==> config.mk <==
export PLATFORM = sky130hd
export DESIGN_NAME = qam_symbol_source_flat
export DESIGN_NICKNAME = d
export VERILOG_FILES = /design/src/rtl/qam_pkg.sv /design/src/rtl/qam_symbol_source_if.sv /design/src/rtl/qam_sym_fifo.sv /design/src/rtl/qam_symbol_source.sv /design/src/flat_wrapper.sv
export SDC_FILE = /design/constraint.sdc
export NUM_CORES = 1
export LEC_CHECK = 0
export ABC_AREA = 1
export CORE_ASPECT_RATIO = 1.75
export CORE_MARGIN = 3
export CORE_UTILIZATION = 48
export DETAILED_ROUTE_END_ITERATION = 10
export GPL_TIMING_DRIVEN = 0
export PLACE_DENSITY = 0.7
export SYNTH_ARGS = -nofsm -noshare
export SYNTH_HDL_FRONTEND = slang
export SYNTH_HIERARCHICAL = 1
export SYNTH_SLANG_ARGS = --single-unit
==> constraint.sdc <==
create_clock -name clk -period 4.07 [get_ports clk]
set_input_delay 1.0175 -clock clk [delete_from_list [all_inputs] [get_ports clk]]
set_output_delay 1.0175 -clock clk [all_outputs]
set_load 0.1 [all_outputs]
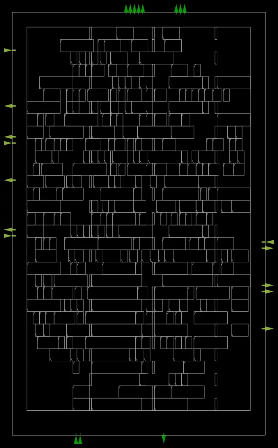
Fig. 1. Placement view (run 1).
Tap Count: 49
Fillers: 376

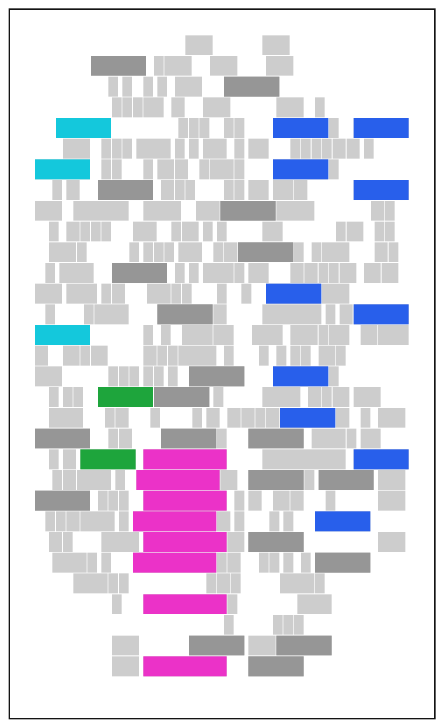
Fig. 2. Sequential cells grouped by signal name (run 1).
colour	netlist name	placed flops
cyan	`u_core/u_fifo/level`	3
magenta	`u_core/u_fifo/mem`	8
blue	`u_core/sym_cnt`	10
green	`u_core/u_fifo/rd_ptr`	2
Seq area share: 0.380
Core Util, Final: 0.596

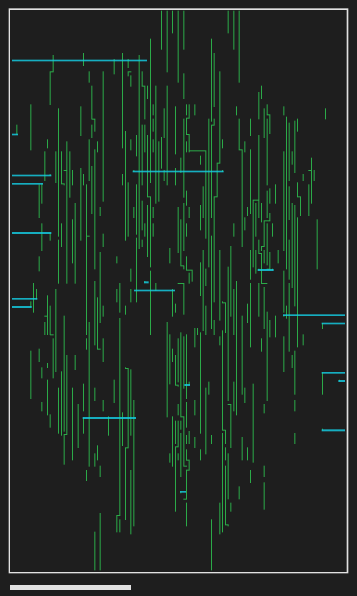
Fig. 3. Wiring by layer (run 1).
Bar = 20 µm. Only two layers are drawn.
colour	layer	wire length
cyan	met3	102 µm
green	met2	2,030 µm
Routed WL: 3.62 mm
vias: 1,635
Routed wire per std cell: 10.6 µm
GRT Util Overall: 0.160

==> out/metrics.yaml, run 1 <==
outcome: "completed"
clock_sinks: 43
gp_congestion: 0.833
critical_path_class: "input port to output pin"
h-tree-depth: 2
crit_fanout: 8
core_area_um2: 4150
syn_to_final_growth_pct: 19.1
viasPerCell: 4.79
dpl.hpwl_mm: 2.80
cts_max_path_buffers: 2
setup_viol: 0
ir_worst_vdd_mv: 0.302
die_w_um: 55.7
slew_viol_final: 0
top_logic_kind: "simple AND/OR/NAND/NOR gates"
nets: 308
endpoint_kind: "output pin"
ctsRootBufferMaster: "clkbuf_8"
cts_hold_buf: 0
arrival_ps: 2640
die_h_um: 93.0
drt_iter0_drc: 25
cts_setup_buffers: 0
openroad.warnings: 29
portBuffers: 22
netlist_instances: 262
ff2ff_path_depth: 13
power_density_nw_per_um2: 352
cts_made_buffers: 5
fa_ha_area_frac: 0.0699
power_leakage_nw: 0.988
finalClockSkew_ps: 6.83
simple_gate_area_frac: 0.315
instances_no_fill: 341
placedCellCount: 333
fmax_ghz: 0.273
largest_reg_flops: 10
mi_logic_area_um2: 986
dr.pass1.iters: 4
lay_top_cells: "49 x nand2_1, 48 x nor2_1, 38 x inv_1"
drc: 0
[run 1: metal layers]
metal / global-route usage / up-vias / share of wire
met1: 0.155 / 725 / 0.39
li1: - / 882 / -
met2: 0.304 / 20 / 0.56
met4: 0.0832 / 0 / 0.026
met5: 0 / - / 0
met3: 0.0401 / 8 / 0.028
[run 1: synthesized netlist by cell type (all sizes together)]
cell,number,area [µm²]
xor2,3,26.3
a21oi,11,55.1
o21a,1,7.51
buf,1,5.00
o21bai,4,30.0
dfxtp,35,701
ha,10,125
o22ai,2,12.5
nand3,16,85.1
nand2,56,233
fa,1,20.0
inv,40,150
nor3b,2,15.0
xnor2,2,17.5
edfxtp,8,240
nor2,55,244
nand3b,1,7.51
nand4,3,33.8
a21o,1,7.51
nor4,1,6.26
nor3,4,30.0
o21ai,5,25.0
[run 1: layout make-up]
type | count | share of cell area
Clock buffer | 5 | 0.0278
Sequential cell | 43 | 0.380
Timing Repair Buffer | 22 | 0.0870
Tap cell | 49 | 0.0248
Buffer | 1 | 0.00202
Inverter | 40 | 0.0607
Multi-Input combinational cell | 178 | 0.399
Clock inverter | 3 | 0.0187
[run 1: worst max-delay path, cell delays in order]
cell and delay [ps]:
clkdlybuf4s50_1 620, buf_2 270, inv_1 150, nor2_1 120
clkbuf_2 460
[run 1: per-stage QoR]
stage	setup WS [ps]	power, W	hold WS, ps	cell area (µm²)
2_1_floorplan	499	0.000526	399	2080
3_3_place_gp	-259	0.000548	417	2360
3_5_place_dp	-267	0.000550	429	2360
5_1_grt	228	0.000915	465	2470
4_1_cts	14.6	0.000888	441	2470
6_report	410	0.000871	441	2470
[run 1: where the power goes]
| part | internal [W] | switching, W |
|---|---|---|
| logic | 0.0000257 | 0.0000646 |
| registers | 0.000441 | 0.00000697 |
| clock network | 0.000185 | 0.000148 |
| total | 0.000652 | 0.000219 |
Fig. 4: run 1, wiring heat map
Bar = 20 µm. 11 x 19 tiles, from black (low) to pale yellow (high), scaled to the fullest tile. Values are wire area over tile area, all layers added.
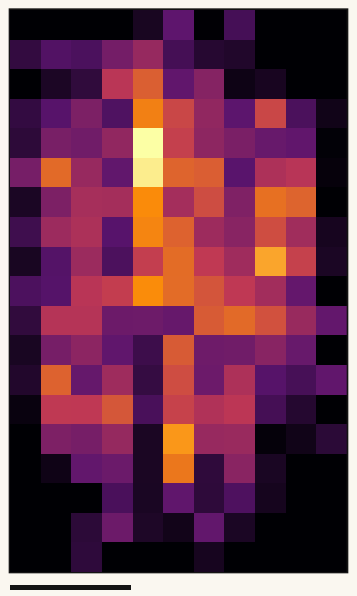

==> run 2: changes to the inputs <==
Settings changed: MAX_ROUTING_LAYER set to met4, PLACE_DENSITY 0.7 to 0.74.
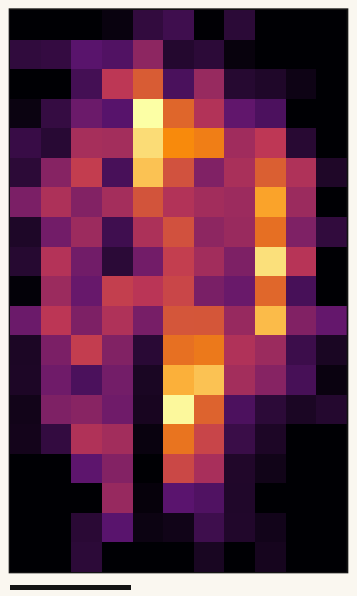
Fig. 5. Wiring heat map (run 2).
Bar = 20 µm. 11 x 19 tiles, from black (low) to pale yellow (high), scaled to the fullest tile. Values are wire area over tile area, all layers added.
tiles over half the peak	16%
nearly empty tiles	22%
fullest tile	0.43
emptiest ninth of the die	lower right
mean over tiles	0.11
GRT Util Overall: 0.159
vias: 1,689

==> out/metrics.yaml, run 2 <==
placedCellCount: 333  # unchanged
ff2ff_path_depth: 11  # -2
use_met2: 0.296  # -0.00791
slew_viol_final: 0  # unchanged
dpl.hpwl_mm: 2.83  # +1.1%
top_layer_used: "met4"
dr_wl_met3_um: 121  # +19%
largest_reg_flops: 10  # unchanged
grt_util_met1: 0.135  # -0.0198
pwr-share-seq: 0.560  # +0.045
core_area_um2: 4150  # unchanged
top_area_frac: 0.337  # unchanged
arrival_ps: 3890  # +1250 ps
netlist_instances: 262  # unchanged
power_leakage_nw: 0.973  # -1.6%
crit_fanout: 8  # unchanged
p_sw_frac: 0.267  # +0.0158
h-tree-depth: 2  # unchanged
portBuffers: 22  # unchanged
path_cells: "clkdlybuf4s50_1 -> buf_2 -> inv_1 -> nor3b_1 -> nand2_1 -> ha_1 -> inv_1 -> ha_1 -> fa_1 -> a21oi_1 -> nor2_1"
dp_slack_ps: -257  # +9.97 ps
outcome: "completed"
n_fill_cell: 375  # -0.27%
cts_hold_buf: 0  # unchanged
power_density_nw_per_um2: 328  # -7.0%
cp_slowest_cell: "clkdlybuf4s50_1"
wirelength_mm: 3.62  # unchanged
routed_wire_length_per_instance_um: 10.6  # unchanged
## run 2: netlist changes by cell type in the layout (fill, tap and decap cells not counted)
cell	change
clkinv_4	+1
inv_6	-1
nor3b_1	+1
nor3b_2	-1
clkinv_1	+1
bufinv_16	-1
## run 2: through the flow
stage	TNS, ps	util	power [W]	instance area [µm²]	hold slack, ps
floorplan	0	-	0.000526	2080	399
detailed placement	-257	0.568	0.000550	2360	423
global route	0	0.588	0.000838	2440	472
global placement	-256	0.568	0.000548	2360	416
CTS	0	0.589	0.000811	2450	434
finish	0	0.588	0.000800	2440	425
## run 2: kinds of logic (layout without fill, tap and decap cells)
logic type / after synthesis / after routing / share of synthesized area
buf+inv: 41 / 71 / 0.0747
xor+xnor: 5 / 5 / 0.0211
compound gates: 24 / 24 / 0.0663
simple gates: 138 / 138 / 0.315
flops: 43 / 43 / 0.453
fa+ha+maj: 11 / 11 / 0.0699
## run 2: power by group through the flow
stage	combinational (W)	clock (W)	sequential, W
after floorplan	0.0000513	0	0.000474
after global placement	0.0000898	0	0.000458
after detailed placement	0.0000913	0	0.000458
after CTS	0.0000912	0.000272	0.000448
after global routing	0.000101	0.000288	0.000449
final	0.0000900	0.000262	0.000448
## run 2: critical path, delay by kind of cell
kind	cells	cell delay, ps
buffers and inverters	4	1070
adder cells (fa/ha/maj)	3	890
AND-OR/OR-AND	1	130
AND/OR/NAND/NOR	3	760
## run 2: final cells by class
| type | count | area (µm²) | area share |
|---|---|---|---|
| clock buffer | 5 | 68.8 | 0.0282 |
| tap | 49 | 61.3 | 0.0251 |
| sequential | 43 | 941 | 0.385 |
| inverter | 40 | 150 | 0.0615 |
| buffer | 1 | 5.00 | 0.00205 |
| multi-input combinational | 178 | 981 | 0.402 |
| timing repair buffer | 22 | 215 | 0.0881 |
| clock inverter | 3 | 20.0 | 0.00820 |
Power is estimated from default activity; no workload was simulated.
